Run 1, cell classes on the final placement:
Scale: 4 px per um. Fill, decap, tap and diode cells in gray.
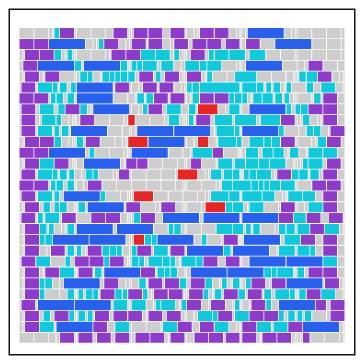
Run 1, gate families picked out:
Scale: 4 px per um.
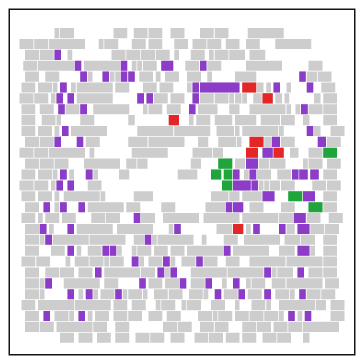
Run 1, cell sizes after repair:
Scale: 4 px per um.
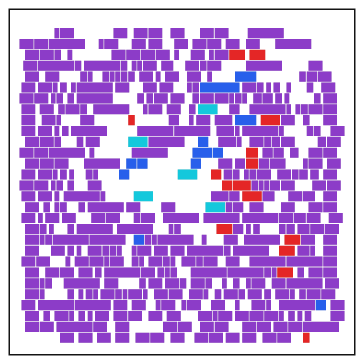
Run 1, routing congestion map:
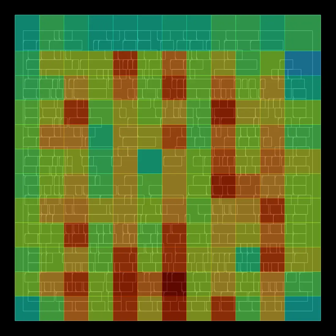
`src/rtl/regfile_pkg.sv`:
```
// Shared register-file definitions for the write-port arbiter: register indices,
// the register-select type, the arbiter state encoding and a wrap-around increment.
package regfile_pkg;

    typedef logic [4:0] regsel_t;

    localparam regsel_t REG_ZERO = 5'h00;
    localparam regsel_t REG_SR   = 5'h01;
    localparam regsel_t REG_PC   = 5'h02;
    localparam regsel_t REG_IR   = 5'h03;
    localparam regsel_t REG_LR   = 5'h1d;

    typedef enum logic {
        ARB_IDLE   = 1'b0,
        ARB_LOCKED = 1'b1
    } arb_state_t;

    function automatic int unsigned wrapInc(input int unsigned idx, input int unsigned n);
        return (idx + 1 >= n) ? 0 : idx + 1;
    endfunction

endpackage

```
`src/rtl/regfile_wport_arb_rr_pick.sv`:
```
// Combinational round-robin select: first set bit of the eligible mask at or after ptr,
// wrapping from NREQ-1 back to 0. Produces a one-hot grant and its encoded index.
module rr_pick
    import regfile_pkg::*;
#(
    parameter int NREQ = 3
) (
    input  logic [NREQ-1:0]         elig_i,
    input  logic [$clog2(NREQ)-1:0] ptr_i,
    output logic [NREQ-1:0]         grant_o,
    output logic [$clog2(NREQ)-1:0] idx_o,
    output logic                    any_o
);
    localparam int IW = $clog2(NREQ);

    logic [IW:0] cand;

    // Walk candidates in priority order starting at ptr; the first eligible one wins.
    always_comb begin
        grant_o = '0;
        idx_o   = '0;
        any_o   = 1'b0;
        cand    = '0;
        for (int k = 0; k < NREQ; k++) begin
            cand = {1'b0, ptr_i} + (IW+1)'(k);
            if (cand >= (IW+1)'(NREQ)) begin
                cand = cand - (IW+1)'(NREQ);
            end
            if (!any_o && elig_i[cand[IW-1:0]]) begin
                any_o = 1'b1;
                idx_o = cand[IW-1:0];
            end
        end
        grant_o = any_o ? (NREQ'(1) << idx_o) : '0;
    end

endmodule

```
`src/rtl/regfile_wport_arb.sv`:
```
// Register-file write-port arbiter: round-robin among NREQ writeback requesters with bus lock
// and r29/ir_tsf collision stall. Optional grant counters under REGFILE_ARB_STATS_EN.
module regfile_wport_arb
    import regfile_pkg::*;
#(
    parameter int NREQ = 3,
    parameter int DW   = 32
) (
    input  logic                     clk,
    input  logic                     rst_n,
    input  logic [NREQ-1:0]          req_valid,
    input  logic [NREQ-1:0]          req_lock,
    input  logic [NREQ*5-1:0]        req_sel,
    input  logic [NREQ*DW-1:0]       req_data,
    output logic [NREQ-1:0]          req_ready,
    input  logic                     ir_tsf,
    output logic                     c_we,
    output logic [4:0]               csel,
    output logic [DW-1:0]            din,
    output logic [$clog2(NREQ)-1:0]  lock_owner,
    output logic                     locked
`ifdef REGFILE_ARB_STATS_EN
    ,
    input  logic                     stats_clr,
    output logic [NREQ*16-1:0]       grant_cnt
`endif
);
    localparam int IW = $clog2(NREQ);

    arb_state_t      state_q, state_d;
    logic [IW-1:0]   ptr_q, ptr_d;
    logic [IW-1:0]   owner_q, owner_d;
    logic            we_q;
    regsel_t         sel_q;
    logic [DW-1:0]   data_q;

    logic [NREQ-1:0] lrFree;
    logic [NREQ-1:0] elig;
    logic [NREQ-1:0] grant;
    logic [IW-1:0]   grantIdx;
    logic            grantAny;
    regsel_t         grantSel;
    logic [DW-1:0]   grantData;

    // A write to r29 collides with the pc transfer, so it waits; others are unaffected.
    always_comb begin
        lrFree = '0;
        elig   = '0;
        for (int i = 0; i < NREQ; i++) begin
            lrFree[i] = !(ir_tsf && (req_sel[5*i +: 5] == REG_LR));
        end
        if (!rst_n) begin
            elig = '0;
        end else if (state_q == ARB_IDLE) begin
            elig = req_valid & lrFree;
        end else begin
            elig[owner_q] = req_valid[owner_q] & lrFree[owner_q];
        end
    end

    rr_pick #(.NREQ(NREQ)) u_pick (
        .elig_i  (elig),
        .ptr_i   (ptr_q),
        .grant_o (grant),
        .idx_o   (grantIdx),
        .any_o   (grantAny)
    );

    assign req_ready = grant;
    assign grantSel  = req_sel[5*grantIdx +: 5];
    assign grantData = req_data[DW*grantIdx +: DW];

    always_comb begin
        state_d = state_q;
        ptr_d   = ptr_q;
        owner_d = owner_q;
        case (state_q)
            ARB_IDLE: begin
                if (grantAny) begin
                    ptr_d = IW'(wrapInc(32'(grantIdx), NREQ));
                    if (req_lock[grantIdx]) begin
                        state_d = ARB_LOCKED;
                        owner_d = grantIdx;
                    end
                end
            end
            ARB_LOCKED: begin
                // ptr stays frozen while locked; an owner that drops valid abandons the lock.
                if (grantAny) begin
                    if (!req_lock[grantIdx]) begin
                        state_d = ARB_IDLE;
                        ptr_d   = IW'(wrapInc(32'(owner_q), NREQ));
                    end
                end else if (!req_valid[owner_q]) begin
                    state_d = ARB_IDLE;
                end
            end
            default: state_d = ARB_IDLE;
        endcase
    end

    // r0 beats are accepted and consume the grant but never raise the write enable.
    always_ff @(posedge clk or negedge rst_n) begin
        if (!rst_n) begin
            state_q <= ARB_IDLE;
            ptr_q   <= '0;
            owner_q <= '0;
            we_q    <= 1'b0;
            sel_q   <= REG_ZERO;
            data_q  <= '0;
        end else begin
            state_q <= state_d;
            ptr_q   <= ptr_d;
            owner_q <= owner_d;
            we_q    <= grantAny && (grantSel != REG_ZERO);
            if (grantAny) begin
                sel_q  <= grantSel;
                data_q <= grantData;
            end
        end
    end

    assign c_we       = we_q;
    assign csel       = sel_q;
    assign din        = data_q;
    assign lock_owner = owner_q;
    assign locked     = (state_q == ARB_LOCKED);

`ifdef REGFILE_ARB_STATS_EN
    logic [15:0] cnt_q [NREQ];

    // Clear has priority over a same-cycle grant; counters stick at all-ones.
    always_ff @(posedge clk or negedge rst_n) begin
        if (!rst_n) begin
            for (int k = 0; k < NREQ; k++) cnt_q[k] <= '0;
        end else begin
            for (int k = 0; k < NREQ; k++) begin
                if (stats_clr) begin
                    cnt_q[k] <= '0;
                end else if (grant[k] && (cnt_q[k] != 16'hFFFF)) begin
                    cnt_q[k] <= cnt_q[k] + 16'd1;
                end
            end
        end
    end

    for (genvar k = 0; k < NREQ; k++) begin : g_cnt
        assign grant_cnt[16*k +: 16] = cnt_q[k];
    end
`endif

endmodule

```
`config.mk`:
```
export PLATFORM = sky130hd
export DESIGN_NAME = regfile_wport_arb
export DESIGN_NICKNAME = d
export VERILOG_FILES = /design/src/rtl/regfile_pkg.sv /design/src/rtl/regfile_wport_arb_rr_pick.sv /design/src/rtl/regfile_wport_arb.sv
export SDC_FILE = /design/constraint.sdc
export NUM_CORES = 1
export LEC_CHECK = 0
export CAP_MARGIN = 20
export CORE_MARGIN = 2
export CORE_UTILIZATION = 42
export CTS_BUF_LIST = sky130_fd_sc_hd__clkbuf_4 sky130_fd_sc_hd__clkbuf_8
export CTS_CLUSTER_DIAMETER = 30
export DETAILED_ROUTE_END_ITERATION = 10
export PLACE_DENSITY = 0.93
export SYNTH_ARGS = -nofsm -noshare
export SYNTH_HDL_FRONTEND = slang
export SYNTH_HIERARCHICAL = 1
export SYNTH_SLANG_ARGS = --single-unit
```
`constraint.sdc`:
```
create_clock -name clk -period 4.65 [get_ports clk]
set_clock_uncertainty 0.2 [all_clocks]
set_input_delay 0.465 -clock clk [delete_from_list [all_inputs] [get_ports clk]]
set_output_delay 0.465 -clock clk [all_outputs]
set_load 0.005 [all_outputs]
```
==> impl_metrics.toml, run 1 <==
# synthesis and place-and-route metrics
[critical_path]
timing.rr.start = "lock_owner[0]"
startpoint = "req_sel[6]"
cp.depth = 8
endpoint = "req_ready[0]"
reg2regPathDepth = 12

[yosys]
ys_sh_xor_pct = 0
synth_adder_area_share_pct = 1.77
synthesis.area_um2 = 2830
top_area_cell = "dfrtp_1"
synthCells = 322

[global_routing]
antenna_found_initial = 0
grt_pass1_wl_um = 14000

[run_status]
run_status = "finished clean"

[cts]
cts_made_buffers = 5

[power]
p_clk_uw = 234
p_clk_share_pct = 8.7
power_frac_comb_pct = 65.2

[routing]
ant_nets = 0

[placed_design]
gp_congestion = 0.892
dpl_worst_slack_ns = 0.683
io_buffers = 163

[hold_path]
hold_path_class = "input pin to async pin"

[final_timing]
max_slew_margin_pct = 55.9
tightest_slew_ns = 0.658
Notes on 'cell classes on the final placement' above:
color	class	cells
red	clock drivers and dummy loads	8
blue	registers	43
purple	remaining buffers and delay cells	169
cyan	remaining logic cells	254
Cell Rows: 29
flop share of the area: 23.6%
CORE AREA: 6420 um^2
final design utilization: 71.1%
post-route cell area: 4570 um^2

Notes on 'gate families picked out' above:
color	family	cells
red	non-inverting ao/oa cells	7
purple	aoi and oai cells	89
green	and/or cells	7
Post-Layout Cell Count: 551
most instantiated logic cell after routing: clkdlybuf4s50_1

Notes on 'cell sizes after repair' above:
color	size	cells
red	x2	15
cyan	x6 and larger	5
purple	x1 and smaller	442
blue	x3 and x4	12
Non-clk bufs: 169
Worst Slack Setup Final: 0.713 ns
Area growth, synth to finish: 61.6%

Notes on 'routing congestion map' above:
wire per inst: 16.2 um
met2 usage: 45.2%
gr busiest metal: met2

[run 1: cell type report]
| cell class | instances | area, um^2 | share of cell area (%) |
|---|---|---|---|
| Sequential cell | 43 | 1080 | 23.6 |
| Tap cell | 77 | 96.3 | 2.11 |
| Inverter | 7 | 26.3 | 0.575 |
| Clock inverter | 2 | 12.5 | 0.274 |
| Multi-Input combinational cell | 247 | 1610 | 35.2 |
| Timing Repair Buffer | 169 | 1670 | 36.6 |
| Clock buffer | 6 | 76.3 | 1.67 |
[run 1: through the flow]
| step | utilization, % | power [mW] |
|---|---|---|
| floorplan | - | 1.74 |
| global placement | 69.7 | 2.38 |
| detailed placement | 69.7 | 2.46 |
| CTS | 71.1 | 2.71 |
| global route | 71.1 | 2.90 |
| finish | 71.1 | 2.69 |
[run 1: synth_stat cells (3+ instances only)]
cell and count:
nor2_1 67, a21oi_1 65, dfrtp_1 43, mux2i_1 41, clkbuf_1 17, inv_1 7
mux2_2 6, nand3b_1 6, o21ai_0 6, buf_2 5, a31oi_1 4, ha_1 4
nand2_1 4, nand3_1 4, o2bb2ai_1 4, and4b_1 3, nor3_1 3, o21a_1 3
o21ai_1 3
[run 1: flip-flops by register name, summed over array words and instances, names as in the netlist]
name and count:
din 32, csel 5, lock_owner 2, ptr_q 2
c_we 1, locked 1
[run 1: worst reg2reg max path, stage by stage, from the launching register on]
cell       delay [ns]
dfrtp_1          0.47
inv_1            0.09
o21ai_0          0.18
nand3_1          0.10
a31oi_1          0.51
mux2i_1          0.23
o211ai_1         0.21
a21o_1           0.18
and2_2           0.16
nor2b_4          0.36
o2bb2ai_4        0.19
mux2_4           0.32
a221o_1          0.29
Run 1, metal 3:
Scale: 6 px per um.
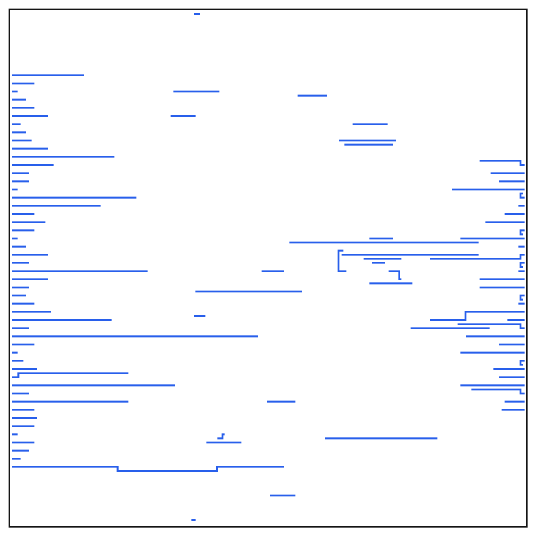

==> inputs of run 2 (changes only) <==
Settings changed: CORE_UTILIZATION 42 to 36, PLACE_DENSITY 0.93 to 0.85.
Clock period 4.65 ns to 3.5 ns, I/O delays scaled along.
Run 2, metal 3:
Scale: 4 px per um.
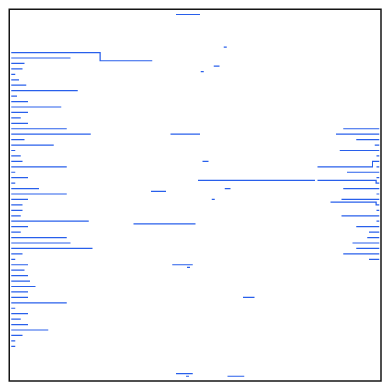
nets with wire on the layer	89
longest straight run	29.0 um
GR met3 Demand/Resource: 5.45%
total wire length: 8650 um
Vias: 2933

Run 2, cell sizes after repair:
Scale: 4 px per um.
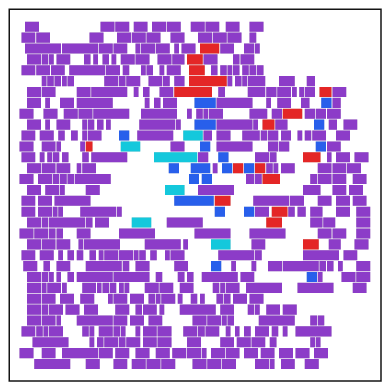
color	size	cells
cyan	x6 and larger	6
blue	x3 and x4	19
purple	x1 and smaller	439
red	x2	17
post-route cell area: 4690 um^2
Worst Slack Setup Final: 0.286 ns

==> run 2 against run 1 <==
Compared with the run above: via count shrank 0.81%; utilization shrank 9.8 points; clock-buffer cell count is the same; register-to-register slack lost 0.73 ns; worst hold slack lost 0.096 ns; synthesized cell count is the same; clock power grew 61%.
==> impl_metrics.toml, run 2 <==
# synthesis and place-and-route metrics
[yosys]
synthCells = 322
synth.most_common_cell = "nor2_1"
top_area_cell = "dfrtp_1"

[floorplan]
coreArea_um2 = 7650
fp-row-count = 32

[cells_and_area]
syn_to_final_growth_pct = 65.9
final_common_cell = "clkdlybuf4s50_1"
layoutNonFillerInstCount = 583

[final_timing]
tightest_slew_ns = 0.538
max_slew_margin_pct = 64.1

[placed_design]
dpl_worst_slack_ns = -0.0112
gp_congestion = 0.836

[cts]
cts_made_buffers = 5

[global_routing]
grt_pass1_wl_um = 13800
antenna_found_initial = 0

[critical_path]
reg2regPathDepth = 12
timing.rr.start = "locked"

[run_status]
run_status = "finished clean"

[hold_path]
hold_path_class = "input pin to async pin"

[routing]
wire_per_inst_um = 14.8

[power]
power_frac_comb_pct = 64.5
totalPowerFinal_mw = 3.68
p_clk_share_pct = 10.2
==> run 2: through the flow <==
stage / utilization [%] / hold WS (ns)
after floorplan: - / -0.146
after global placement: 59.8 / 0.272
after detailed placement: 59.8 / 0.303
after CTS: 61.2 / 0.0382
after global routing: 61.3 / 0.0809
final: 61.3 / 0.0243
==> run 2: worst max-delay path by stage <==
stage	cells past startpoint	slack, ns	from	end
after floorplan	15	0.32	lock_owner[1]	ptr_q[0]
after global placement	12	0.008	req_sel[0]	ptr_q[1]
after detailed placement	12	-0.01	req_sel[2]	ptr_q[1]
after CTS	9	0.06	lock_owner[1]	req_ready[0]
after global routing	14	0.11	locked	din[27]
final	12	0.29	req_sel[2]	ptr_q[1]
==> run 2: power groups by stage <==
stage | logic (mW) | clock network [mW] | registers (mW)
floorplan | 1.39 | 0 | 0.925
global placement | 2.34 | 0 | 0.926
detailed placement | 2.40 | 0 | 0.931
CTS | 2.41 | 0.388 | 0.929
global route | 2.64 | 0.407 | 0.967
finish | 2.37 | 0.377 | 0.929
==> run 2: metal layers <==
metal  global-route usage [%]  up-vias  part of all wire (%)
met5                        0        -                     0
met4                     7.34        0                   2.6
met3                     5.45       16                   6.7
met2                     36.4       98                    51
met1                     22.6     1365                    39
li1                         -     1454                     -
==> run 2: area by class of cell <==
class,instances,area (um^2),area share (%)
sequential,43,1080,23.0
clock inverter,1,30.0,0.641
clock buffer,6,76.3,1.63
tap,102,128,2.72
multi-input combinational,247,1610,34.4
inverter,7,26.3,0.561
timing repair buffer,177,1730,37.0
==> run 2: timing repair <==
action | CTS | global route
pin swaps | 0 | 1
endpoints found under the setup margin | 1 | 1
gates cloned | 0 | 0
setup buffers | 0 | 0
hold buffers | 0 | 0
hold endpoints to repair | 0 | 0
gates resized | 1 | 3
No activity file was given, so power comes from the tool's default toggle rates.
